<file path="config.mk">
export PLATFORM = sky130hd
export DESIGN_NAME = reg_write_arbiter
export DESIGN_NICKNAME = d
export VERILOG_FILES = /design/src/rtl/reg_write_arbiter.sv
export SDC_FILE = /design/constraint.sdc
export NUM_CORES = 1
export LEC_CHECK = 0
export CORE_MARGIN = 3
export CORE_UTILIZATION = 39
export CTS_CLUSTER_DIAMETER = 40
export DETAILED_ROUTE_END_ITERATION = 6
export PLACE_DENSITY = 0.68
export RECOVER_POWER = 25
export SYNTH_ARGS = -nofsm -noshare
export SYNTH_HDL_FRONTEND = slang
export SYNTH_SLANG_ARGS = --single-unit
export TNS_END_PERCENT = 30
</file>
<file path="constraint.sdc">
create_clock -name m_clk -period 6.34 [get_ports m_clk]
set_input_delay 1.268 -clock m_clk [delete_from_list [all_inputs] [get_ports m_clk]]
set_output_delay 1.268 -clock m_clk [all_outputs]
set_load 0.01 [all_outputs]
</file>
<file path="src/rtl/reg_write_arbiter.sv">
// ---------------------------------------------------------------------------
// reg_write_arbiter
//
// Owns the control registers reg_0..reg_4 and shares their single write port
// between two requesters: A (SPI frame decoder) and B (on-chip local writer).
// Arbitration is round-robin over a valid/ready handshake, one write per
// cycle. An accepted write is captured in a stage register and committed on
// the following clock edge. Writes to addresses >= NUM_REGS are accepted but
// dropped, and a saturating counter records them. While hold is high, no new
// request is accepted. A write that is already staged still commits.
//
// Ports
//   m_clk           system clock, rising edge
//   rst             synchronous reset, active-high
//   hold            forces a_ready/b_ready low
//   a_valid/a_ready requester A handshake
//   a_addr/a_data   requester A address/data
//   b_valid/b_ready requester B handshake
//   b_addr/b_data   requester B address/data
//   reg_0..reg_4    register contents
//   wr_strobe       one-cycle pulse when a register is updated
//   wr_addr         address of the most recent committed register write
//   last_grant      0 = A won the most recent grant, 1 = B won
//   bad_addr_count  saturating count of rejected writes
//
// NUM_REGS must be at least 5 because reg_0..reg_4 are fixed output ports.
// ---------------------------------------------------------------------------
module reg_write_arbiter #(
   parameter int NUM_REGS = 5,
   parameter int ADDR_W   = 7,
   parameter int DATA_W   = 8,
   parameter int CNT_W    = 8
) (
   input  logic              m_clk,
   input  logic              rst,
   input  logic              hold,
   input  logic              a_valid,
   output logic              a_ready,
   input  logic [ADDR_W-1:0] a_addr,
   input  logic [DATA_W-1:0] a_data,
   input  logic              b_valid,
   output logic              b_ready,
   input  logic [ADDR_W-1:0] b_addr,
   input  logic [DATA_W-1:0] b_data,
   output logic [DATA_W-1:0] reg_0,
   output logic [DATA_W-1:0] reg_1,
   output logic [DATA_W-1:0] reg_2,
   output logic [DATA_W-1:0] reg_3,
   output logic [DATA_W-1:0] reg_4,
   output logic              wr_strobe,
   output logic [ADDR_W-1:0] wr_addr,
   output logic              last_grant,
   output logic [CNT_W-1:0]  bad_addr_count
);

   logic [DATA_W-1:0] r_regs [NUM_REGS];
   logic              r_last_grant;
   logic              r_stg_valid;
   logic [ADDR_W-1:0] r_stg_addr;
   logic [DATA_W-1:0] r_stg_data;
   logic              r_wr_strobe;
   logic [ADDR_W-1:0] r_wr_addr;
   logic [CNT_W-1:0]  r_bad_cnt;

   logic              w_a_ready;
   logic              w_b_ready;
   logic              w_hs_a;
   logic              w_hs_b;
   logic              w_hs;
   logic              w_stg_in_range;

   // Grant decision: hold blocks both sides, and a lone requester always wins.
   // Under contention, the side not named by last_grant wins.
   always_comb begin
      w_a_ready = 1'b0;
      w_b_ready = 1'b0;
      if (hold) begin
         w_a_ready = 1'b0;
         w_b_ready = 1'b0;
      end else if (a_valid && b_valid) begin
         if (r_last_grant) begin
            w_a_ready = 1'b1;
         end else begin
            w_b_ready = 1'b1;
         end
      end else begin
         w_a_ready = a_valid;
         w_b_ready = b_valid;
      end
   end

   assign w_hs_a = a_valid & w_a_ready;
   assign w_hs_b = b_valid & w_b_ready;
   assign w_hs   = w_hs_a | w_hs_b;

   // Full-width compare, so addresses above NUM_REGS never alias onto a register.
   assign w_stg_in_range = (r_stg_addr < ADDR_W'(NUM_REGS));

   // Stage register: captures the granted write and remembers the winner.
   always_ff @(posedge m_clk) begin
      if (rst) begin
         r_stg_valid  <= 1'b0;
         r_stg_addr   <= {ADDR_W{1'b0}};
         r_stg_data   <= {DATA_W{1'b0}};
         r_last_grant <= 1'b1;
      end else begin
         r_stg_valid <= w_hs;
         if (w_hs) begin
            r_stg_addr   <= w_hs_b ? b_addr : a_addr;
            r_stg_data   <= w_hs_b ? b_data : a_data;
            r_last_grant <= w_hs_b;
         end
      end
   end

   // Commit stage: applies the staged write, or counts it as rejected.
   // Hold has no effect here, so a staged write always finishes.
   always_ff @(posedge m_clk) begin
      if (rst) begin
         for (int i = 0; i < NUM_REGS; i++) begin
            r_regs[i] <= {DATA_W{1'b0}};
         end
         r_wr_strobe <= 1'b0;
         r_wr_addr   <= {ADDR_W{1'b0}};
         r_bad_cnt   <= {CNT_W{1'b0}};
      end else begin
         r_wr_strobe <= 1'b0;
         if (r_stg_valid) begin
            if (w_stg_in_range) begin
               // An equality loop avoids indexing the array with a wider address.
               for (int i = 0; i < NUM_REGS; i++) begin
                  if (r_stg_addr == ADDR_W'(i)) begin
                     r_regs[i] <= r_stg_data;
                  end
               end
               r_wr_strobe <= 1'b1;
               r_wr_addr   <= r_stg_addr;
            end else if (r_bad_cnt != {CNT_W{1'b1}}) begin
               r_bad_cnt <= r_bad_cnt + CNT_W'(1);
            end
         end
      end
   end

   assign a_ready        = w_a_ready;
   assign b_ready        = w_b_ready;
   assign reg_0          = r_regs[0];
   assign reg_1          = r_regs[1];
   assign reg_2          = r_regs[2];
   assign reg_3          = r_regs[3];
   assign reg_4          = r_regs[4];
   assign wr_strobe      = r_wr_strobe;
   assign wr_addr        = r_wr_addr;
   assign last_grant     = r_last_grant;
   assign bad_addr_count = r_bad_cnt;

endmodule

</file>
run_1/cell_classes.png
Fill, decap, tap and diode cells in grey.
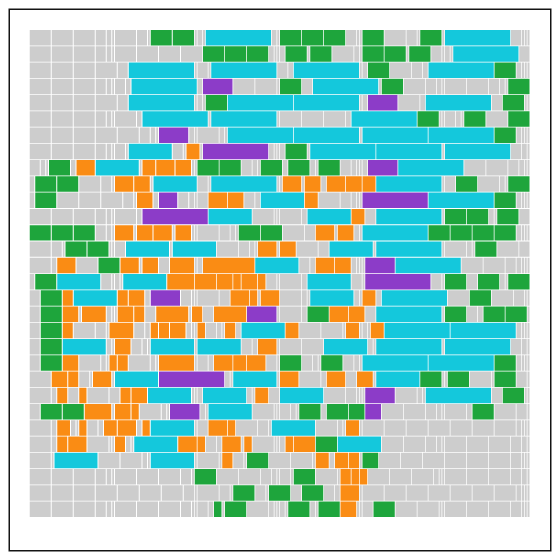
class	colour	cells
all other logic	orange	113
clock drivers and dummy loads	purple	16
other buffers and delay cells	green	95
flip-flops	cyan	73
fraction of area in registers: 0.461
final core occ: 0.592

run_1/pins.png
Pins as bars across the die edge, other pins in grey.
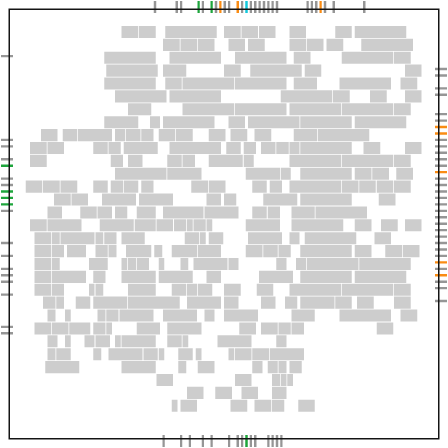
port	colour	pins	direction	edge
b_ready	cyan	1	output	top
reg_4	orange	8	output	5 right, 3 top
b_addr	green	7	input	4 left, 2 top, 1 bottom
Port Buf Inserts: 93
Die X: 90.3 um
die height: 90.3 um

run_1/final_placement.png
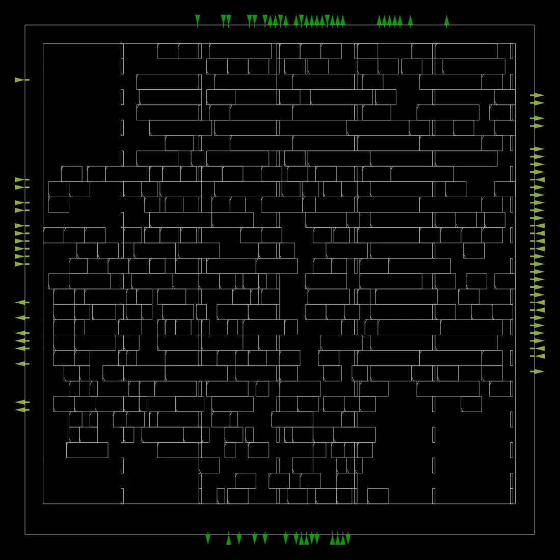
seq_cells: 73
FP Rows: 30
core area: 6830 um2
fill cell count: 562
num tapcells: 96

==> out/results.txt, run 1 <==
Outcome = complete, but fails checks
Post-synthesis cell area = 2770 um2
Crit path DAT = 2.80 ns
Pre-antenna DRT Iters = 4
Max H-tree Level = 3
Failing checks = max-capacitance violations, max-slew violations
Sequential area share after synthesis = 0.671
Most Frequent Cell on Critical Path = clkdlybuf4s50_1
Routed length on met2 = 3.27 mm
Syn nets = 235
Final Hold Slack = 0.426 ns
Max Cap Violations = 1
Crit path launch = b_valid
CP Capture Point = b_ready
Top cells, area = edfxtp_1, dfxtp_1, o2bb2ai_1
Final WS setup = 2.27 ns
Period utilisation layout = 0.642
Leakage = 1.42 nW
Post-synth cell types = 45
Tightest Pin Transition = 1.87 ns
Final Max Tran Viols = 42
## run 1: power breakdown
| group | switching (mW) | internal, mW | total (mW) |
|---|---|---|---|
| logic | 0.0458 | 0.0554 | 0.101 |
| registers | 0.0121 | 0.518 | 0.530 |
| clock network | 0.171 | 0.342 | 0.512 |
| total | 0.229 | 0.915 | 1.14 |
## run 1: flip-flops by register name, summed over array words and instances, names as in the netlist
signal,cells
wr_strobe,1
last_grant,1
r_regs,40
r_stg_valid,1
bad_addr_count,8
wr_addr,7
r_stg_data,8
r_stg_addr,7
## run 1: final cells by class
class                   instances  area [um2]
clock buffers                   9         124
clock inverters                 7         166
fillers                       562        2790
inverters                       8        30.0
multi-input cells             105         800
flip-flops and latches         73        1860
well taps                      96         120
repair buffers                 95         940
==> run 2, diff against run 1 <==
==> constraint.sdc (replaced) <==
create_clock -name m_clk -period 4 [get_ports m_clk]
set_input_delay 0.8 -clock m_clk [delete_from_list [all_inputs] [get_ports m_clk]]
set_output_delay 0.8 -clock m_clk [all_outputs]
set_load 0.01 [all_outputs]
run_2/clock_map.png
Scale bar: 20 um.
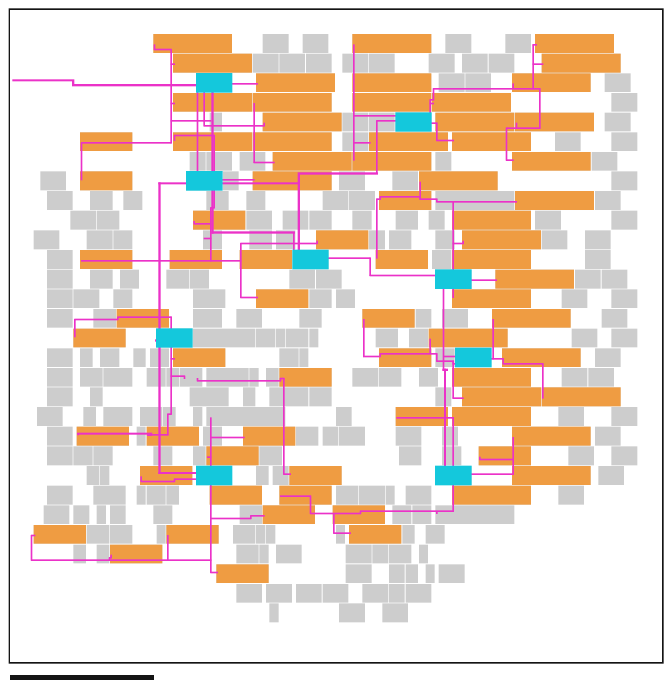
[cells driving clock nets] cyan | count: 9
[clock wires] magenta | length: 789 um
[flip-flops] orange | count: 73
routed clock nets	10

run_2/cell_classes.png
Fill, decap, tap and diode cells in grey.
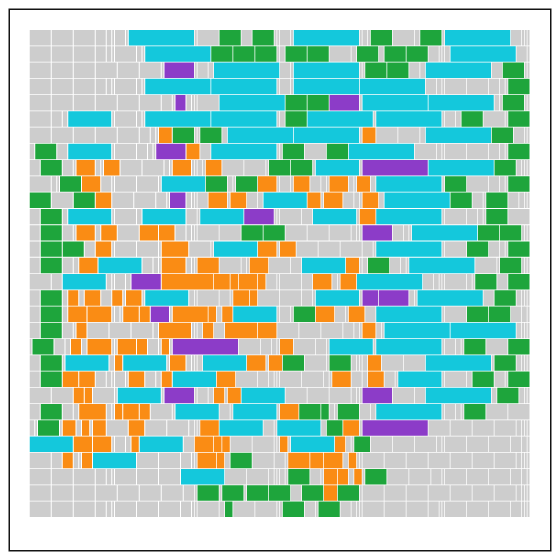
class	colour	cells
other buffers and delay cells	green	96
flip-flops	cyan	73
clock drivers and dummy loads	purple	16
all other logic	orange	113
fin area: 4000 um2
final core occ: 0.585
fraction of area in registers: 0.466

==> run 2 against run 1 <==
Effect of this change: the run still ends with max-capacitance violations, max-slew violations left; die size stayed put; sequential power is 58% higher; final area is 1.1% lower; via count is 0.75% higher; non-clock buffer count is 1 higher; setup slack worse by 1.4 ns; register-to-register slack worse by 2.4 ns; total power is 47% higher; hold slack better by 0.011 ns.
==> out/results.txt, run 2 <==
Leakage = 1.39 nW
Setup_tns = 0 ns
Syn nets = 235
Slowest cell delay on critical path = 1.33 ns
TritonCTS clock tree = built
Max H-tree Level = 3
R2r setup slk = 1.45 ns
Top cells, area = edfxtp_1, dfxtp_1, o2bb2ai_1
Sequential area share after synthesis = 0.671
Die X = 90.3 um
Final Hold Slack = 0.437 ns
Die ar. = 8160 um2
Failing checks = max-capacitance violations, max-slew violations
Layout overhead on the synthesized area = 44.2%
Post-synthesis cell area = 2770 um2
Met3 routed WL = 387 um
Fraction of power spent switching nets = 0.215
Remaining DRCs = 0
Outcome = complete, but fails checks
Max FFs per register = 40
Crit path DAT = 3.19 ns
Slew HR = -0.264
# placed instances = 378
Routed length on met2 = 3.11 mm
Internal power = 1.32 mW
Final Max Tran Viols = 42
Syn avg cell area = 13.9 um2
Crit path launch = rst
Max Cap Violations = 1
Clock share of power = 0.406
Asr flop ratio synth = 0
FP Rows = 30
Port Buf Inserts = 93
Period utilisation layout = 0.780
Final WS setup = 0.882 ns
Most flop-heavy register = r_regs
Core area = 6830 um2
Post-Route WL = 6.50 mm
Post-synth cell types = 45
Gate power share = 0.096
Fill cell count = 568
Die height = 90.3 um
Pre-antenna DRT Iters = 4
Sequential share of power = 0.499
CP Capture Point = r_regs[0][31]$_DFFE_PP_
Psw = 0.361 mW
-- run 2: cell counts after synthesis --
No cell type changed its count.
-- run 2: power groups by stage --
stage                     logic [mW]  registers [mW]  clock network [mW]
after detailed placement       0.165           0.857                   0
after CTS                      0.166           0.840               0.696
after floorplan               0.0659           0.861                   0
after global routing           0.173           0.843               0.729
after global placement         0.163           0.857                   0
final                          0.161           0.839               0.683
-- run 2: area by class of cell --
class | instances | area (um2) | area share
clock inverters | 7 | 119 | 0.0297
flip-flops and latches | 73 | 1860 | 0.466
repair buffers | 96 | 943 | 0.236
clock buffers | 9 | 124 | 0.0310
multi-input cells | 105 | 800 | 0.200
inverters | 8 | 30.0 | 0.00751
well taps | 96 | 120 | 0.0300
-- run 2: critical path: cells and delay by family --
family	cells	cell delay (ns)
buffers and inverters	1	1.33
and+or+nand+nor	2	1.04
==> run 3, diff against run 2 <==
--- a/config.mk
+++ b/config.mk
@@ -9,7 +9,7 @@
 export CORE_UTILIZATION = 39
 export CTS_CLUSTER_DIAMETER = 40
 export DETAILED_ROUTE_END_ITERATION = 6
-export PLACE_DENSITY = 0.68
+export PLACE_DENSITY = 0.71
 export RECOVER_POWER = 25
 export SYNTH_ARGS = -nofsm -noshare
 export SYNTH_HDL_FRONTEND = slang
==> constraint.sdc (replaced) <==
create_clock -name m_clk -period 2.83 [get_ports m_clk]
set_input_delay 0.566 -clock m_clk [delete_from_list [all_inputs] [get_ports m_clk]]
set_output_delay 0.566 -clock m_clk [all_outputs]
set_load 0.01 [all_outputs]
run_3/final_placement.png
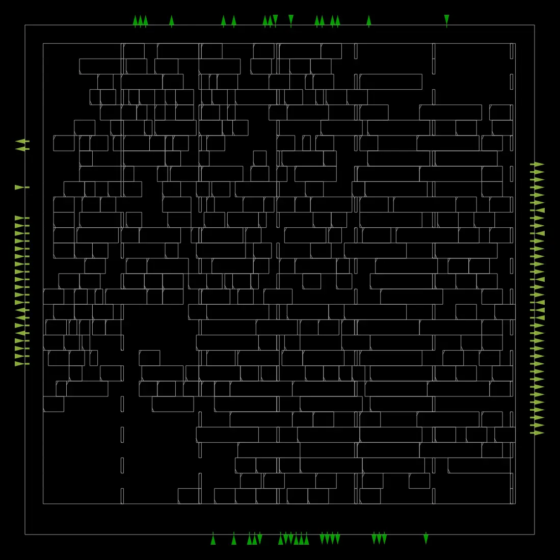
final core occ: 0.586
final std cells w/o fill: 396

run_3/metal_stack.png
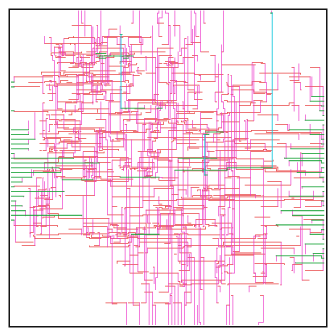
layer	colour	wire length
met1	red	2850 um
met4	cyan	76.8 um
met2	magenta	3140 um
met3	green	423 um

==> run 3 against run 2 <==
Effect of this change: the flow now finishes without violations; sequential cell count is the same; area after synthesis is the same; critical path type is now input port to output pin; clock-buffer cell count is the same.
==> out/results.txt, run 3 <==
Fraction of area in registers = 0.465
FF/Latch Area = 1860 um2
Comb gates = 105
CP Capture Point = a_ready
Post-synthesis cell area = 2770 um2
Max H-tree Level = 3
Post-synth cell types = 45
Core area = 6830 um2
Fraction of power spent switching nets = 0.220
Final Max Tran Viols = 0
Psw = 0.530 mW
Internal power = 1.88 mW
Slowest cell delay on critical path = 0.58 ns
Final non-clock buffer share = 0.240
Top cells, area = edfxtp_1, dfxtp_1, o2bb2ai_1
Layout overhead on the synthesized area = 44.3%
Outcome = completed
Sequential area share after synthesis = 0.671
Post-Route WL = 6.49 mm
Most flop-heavy register = r_regs
Port Buf Inserts = 93
Buffers, non-clock = 98
Final Hold Slack = 0.432 ns
Slew HR = 0.118
R2r setup slk = 0.44 ns
[run 3: cell counts after synthesis]
Identical to the previous run, type by type.
[run 3: power by group through the flow]
stage          clock [mW]  combinational (mW)  sequential (mW)
2_1_floorplan           0              0.0932             1.22
3_3_place_gp            0               0.232             1.21
3_5_place_dp            0               0.237             1.21
4_1_cts              1.01               0.237             1.19
5_1_grt              1.05               0.244             1.19
6_report            0.996               0.226             1.19
[run 3: metal layers]
layer	vias to the layer above	GRT usage	routed length [um]
li1	969	-	-
met5	-	0	0
met1	976	0.202	2850
met2	88	0.263	3140
met3	6	0.0433	422
met4	0	0.0714	76
[run 3: worst max-delay path, delay by kind of cell]
kind | cells | cell delay (ns)
AOI/OAI and AO/OA | 1 | 0.19
buffers and inverters | 2 | 1.16
and+or+nand+nor | 1 | 0.08
Power and IR drop assume default switching activity.
